$ cat config.mk
export PLATFORM = sky130hd
export DESIGN_NAME = resistor_damping_bank
export DESIGN_NICKNAME = d
export VERILOG_FILES = /design/src/rtl/resistor_damping_bank_pkg.sv /design/src/rtl/resistor_damping_channel.sv /design/src/rtl/resistor_damping_bank.sv
export SDC_FILE = /design/constraint.sdc
export NUM_CORES = 1
export LEC_CHECK = 0
export ABC_AREA = 0
export CORE_ASPECT_RATIO = 0.8
export CORE_MARGIN = 3
export CORE_UTILIZATION = 45
export CTS_CLUSTER_DIAMETER = 120
export CTS_CLUSTER_SIZE = 25
export DETAILED_ROUTE_END_ITERATION = 8
export PLACE_DENSITY = 0.79
export SLEW_MARGIN = 20
export SYNTH_ARGS = -nofsm -noshare
export SYNTH_HDL_FRONTEND = slang
export SYNTH_HIERARCHICAL = 1
export SYNTH_SLANG_ARGS = --single-unit
$ cat constraint.sdc
create_clock -name CLK -period 1.55 [get_ports CLK]
set_clock_uncertainty 0.1 [all_clocks]
set_input_delay 0.3875 -clock CLK [delete_from_list [all_inputs] [get_ports CLK]]
set_output_delay 0.3875 -clock CLK [all_outputs]
set_load 0.1 [all_outputs]
$ cat src/rtl/resistor_damping_bank_pkg.sv
// rtl/resistor_damping_bank_pkg.sv - shared constants and elaboration helpers for the damping bank
package resistor_damping_bank_pkg;

  localparam int MAX_CHANNELS    = 64;
  localparam int MAX_SYNC_STAGES = 3;
  localparam int MAX_SETTLE      = 255;

  function automatic int clog2(input int value);
    int r;
    r = 0;
    while ((1 << r) < value) r++;
    return r;
  endfunction

  // Settle counter width; a one-bit counter is kept even for SETTLE=1.
  function automatic int cnt_width(input int settle);
    return (clog2(settle + 1) < 1) ? 1 : clog2(settle + 1);
  endfunction

  function automatic bit params_ok(input int channels, input int sync_stages, input int settle);
    return (channels >= 1) && (channels <= MAX_CHANNELS) &&
           (sync_stages >= 0) && (sync_stages <= MAX_SYNC_STAGES) &&
           (settle >= 0) && (settle <= MAX_SETTLE);
  endfunction

endpackage

$ cat src/rtl/resistor_damping_channel.sv
// rtl/resistor_damping_channel.sv - one line: synchroniser, settle counter, filtered output and change pulse
module resistor_damping_channel
  import resistor_damping_bank_pkg::*;
#(
  parameter int   SYNC_STAGES = 2,
  parameter int   SETTLE      = 2,
  parameter logic RESET_BIT   = 1'b1
) (
  input  logic CLK,
  input  logic RESET,
  input  logic I,
  output logic O,
  output logic CHANGED,
  output logic BUSY
);

  localparam int            CW   = cnt_width(SETTLE);
  localparam logic [CW-1:0] LAST = CW'(SETTLE - 1);

  logic          s;
  logic [CW-1:0] cnt;

  if (SYNC_STAGES == 0) begin : g_nosync
    assign s = I;
  end else begin : g_sync
    logic [SYNC_STAGES-1:0] sync_q;

    always_ff @(posedge CLK or posedge RESET) begin
      if (RESET) begin
        sync_q <= {SYNC_STAGES{RESET_BIT}};
      end else begin
        sync_q[0] <= I;
        for (int k = 1; k < SYNC_STAGES; k++) sync_q[k] <= sync_q[k-1];
      end
    end

    assign s = sync_q[SYNC_STAGES-1];
  end

  // Any sample that agrees with O restarts the count, so only an unbroken run updates O.
  always_ff @(posedge CLK or posedge RESET) begin
    if (RESET) begin
      O       <= RESET_BIT;
      cnt     <= '0;
      CHANGED <= 1'b0;
    end else if (s != O) begin
      if (cnt == LAST) begin
        O       <= s;
        cnt     <= '0;
        CHANGED <= 1'b1;
      end else begin
        cnt     <= cnt + CW'(1);
        CHANGED <= 1'b0;
      end
    end else begin
      cnt     <= '0;
      CHANGED <= 1'b0;
    end
  end

  assign BUSY = |cnt;

endmodule

$ cat src/rtl/resistor_damping_bank.sv
// rtl/resistor_damping_bank.sv - multi-channel synchronising glitch filter modelling a damping resistor pack
module resistor_damping_bank
  import resistor_damping_bank_pkg::*;
#(
  parameter int                  CHANNELS    = 8,
  parameter int                  OHMS        = 0,
  parameter int                  SYNC_STAGES = 2,
  parameter int                  SETTLE      = 2,
  parameter logic [CHANNELS-1:0] RESET_VAL   = {CHANNELS{1'b1}}
) (
  input  logic                CLK,
  input  logic                RESET,
  input  logic [CHANNELS-1:0] I,
  output logic [CHANNELS-1:0] O,
  output logic [CHANNELS-1:0] CHANGED,
  output logic                BUSY
);

  if (!params_ok(CHANNELS, SYNC_STAGES, SETTLE) || (OHMS < 0)) begin : g_param_check
    $fatal(1, "resistor_damping_bank: CHANNELS, SYNC_STAGES, SETTLE or OHMS out of range");
  end

  if (SETTLE == 0) begin : g_bypass
    // Pure wire: clock and reset are intentionally not used.
    logic unused_clk_rst;
    assign unused_clk_rst = CLK ^ RESET;
    assign O       = I;
    assign CHANGED = '0;
    assign BUSY    = 1'b0;
  end else begin : g_filter
    logic [CHANNELS-1:0] busy_ch;

    for (genvar g = 0; g < CHANNELS; g++) begin : g_ch
      resistor_damping_channel #(
        .SYNC_STAGES (SYNC_STAGES),
        .SETTLE      (SETTLE),
        .RESET_BIT   (RESET_VAL[g])
      ) u_ch (
        .CLK     (CLK),
        .RESET   (RESET),
        .I       (I[g]),
        .O       (O[g]),
        .CHANGED (CHANGED[g]),
        .BUSY    (busy_ch[g])
      );
    end

    assign BUSY = |busy_ch;
  end

endmodule

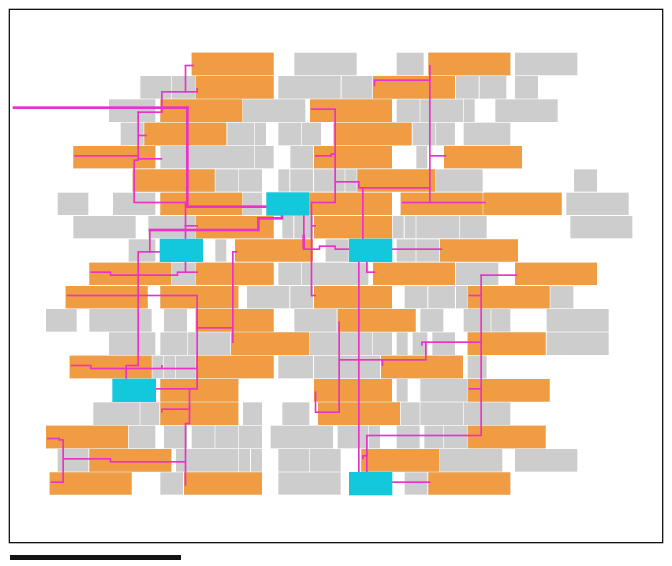
*Clock network drawn from the DEF*
Scale bar: 20 µm.
Key: cyan = clock-net drivers [count 5]; magenta = clock wires [length 481 µm]; orange = flip-flops [count 48]
There are 6 routed clock nets.
latest clock arrival within the worst-skew pair: 0.29 ns

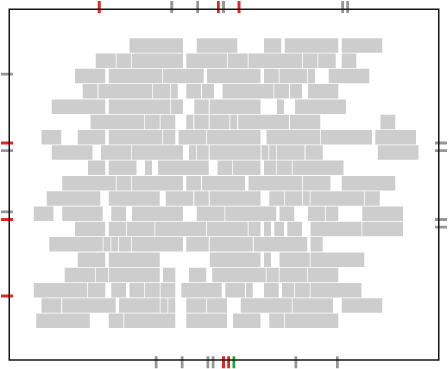
*Pin map*
Pins as bars across the die edge, other pins in gray.
Key: green = BUSY [pins 1, direction output, edge south]; red = I [pins 8, direction input, edge 3 north, 3 west, 2 south]
overall die height: 62.1 µm
Chip Width: 76.1 µm
number of port buffers: 26

==> impl_results.html <==
<h3>Flow metrics</h3>
<table>
<tr><th>Metric</th><th>Value</th></tr>
<tr><th colspan="2">Synthesis</th></tr>
<tr><td>Instance tally after logic synthesis</td><td>115</td></tr>
<tr><td>Number of standard cells reported by yosys</td><td>roughly 120</td></tr>
<tr><th colspan="2">Placed design</th></tr>
<tr><td>Gp weighted congestion</td><td>0.755</td></tr>
<tr><th colspan="2">Setup path</th></tr>
<tr><td>Worst path cell trace</td><td>or2_4 -&gt; nor4_4 -&gt; nand2_4 -&gt; buf_12</td></tr>
<tr><td>Highest cell delay on the worst timing path</td><td>0.39 ns</td></tr>
<tr><td>Highest net fanout along the worst path</td><td>2</td></tr>
<tr><td>Crit Path Category</td><td>reg -&gt; out</td></tr>
<tr><td>Launch point of the worst reg-to-reg path</td><td>g_filter.g_ch[1].u_ch/O</td></tr>
<tr><td>Endpoint of the worst register-to-register path</td><td>g_filter.g_ch[1].u_ch/cnt[1]</td></tr>
<tr><td>Number of cells traversed by the worst register-to-register path</td><td>4</td></tr>
<tr><th colspan="2">Floorplan</th></tr>
<tr><td>Total number of placement rows</td><td>19</td></tr>
<tr><th colspan="2">Global routing</th></tr>
<tr><td>Gr ovfl total</td><td>0</td></tr>
<tr><th colspan="2">Route</th></tr>
<tr><td>Total wire length after detailed routing</td><td>between 3000 and 4000 µm</td></tr>
<tr><td>Initial detailed-routing violation count</td><td>65</td></tr>
<tr><th colspan="2">Final timing</th></tr>
<tr><td>Max Freq</td><td>499 MHz</td></tr>
<tr><td>Smallest setup slack after layout</td><td>-0.455 ns</td></tr>
<tr><td>Final setup vio count</td><td>1</td></tr>
<tr><th colspan="2">Final layout</th></tr>
<tr><td>Combinational gate area</td><td>roughly 550 µm²</td></tr>
<tr><td>Nets</td><td>180</td></tr>
<tr><td>Diodes inserted</td><td>0</td></tr>
<tr><th colspan="2">Run status</th></tr>
<tr><td>Violated checks</td><td>negative setup slack</td></tr>
<tr><td>Run status</td><td>complete, but fails checks</td></tr>
<tr><th colspan="2">Flow run</th></tr>
<tr><td>Number of logged tool warnings</td><td>29</td></tr>
<tr><th colspan="2">Clock tree</th></tr>
<tr><td>Quantity of gates resized following cts</td><td>1</td></tr>
<tr><td>Setup repair bufs after CTS</td><td>8</td></tr>
</table>
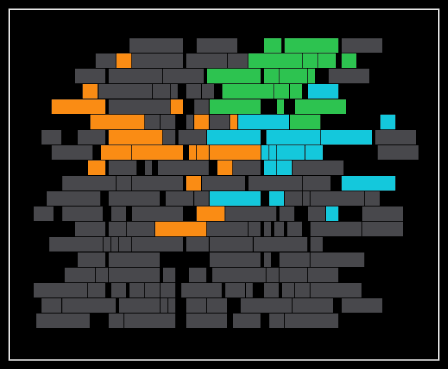
*Sub-block map*
Other cells in gray.
Key: cyan = g_filter.g_ch[5].u_ch [cells 16]; orange = g_filter.g_ch[1].u_ch [cells 18]; green = g_filter.g_ch[4].u_ch [cells 17]

## stage by stage
step,cell area (µm²),TNS [ns],util [%]
after detailed placement,2400,-0.149,66.8
after floorplan,1810,-0.121,-
final,2580,-0.455,71.8
after CTS,2570,-0.481,71.6
after global routing,2580,-0.560,71.8
after global placement,2400,-0.112,66.8
## cell type report
type	instances	share of cell area, %
Clock buffer	6	2.81
Clock inverter	2	1.36
Inverter	8	1.16
Multi-Input combinational cell	59	21.3
Sequential cell	48	47.7
Tap cell	52	2.52
Timing Repair Buffer	48	23.1
## cells in the final DEF, fill, tap and decap left out
master           netlist  layout
buf_12                 0      17
buf_4                  0      22
bufinv_16              0       1
clkbuf_1               0       1
clkbuf_8               0       5
clkdlybuf4s50_1        0       9
clkinv_2               0       1
dfrtp_1               24      24
dfstp_2               24      24
inv_1                  8       8
mux2_4                 8       8
nand2_4                0       1
nor2_1                 8       8
nor2b_1                8       8
nor2b_4                8       8
nor3b_1                8       8
nor4_4                 0       2
or2_1                  8       6
or2_4                  0       2
xnor2_1                8       8
## registers in the layout, summed over array words and instances, names as in the netlist
name	count
g_filter.g_ch.u_ch/g_sync.sync_q	16
g_filter.g_ch.u_ch/CHANGED	8
g_filter.g_ch.u_ch/O	8
g_filter.g_ch.u_ch/cnt	16
## layer usage
| layer | GRT usage (%) | share of wire, % |
|---|---|---|
| met5 | 0 | 0 |
| met2 | 27.8 | 56 |
| met4 | 6.46 | 1.0 |
| met3 | 5.33 | 3.5 |
| met1 | 15.7 | 39 |
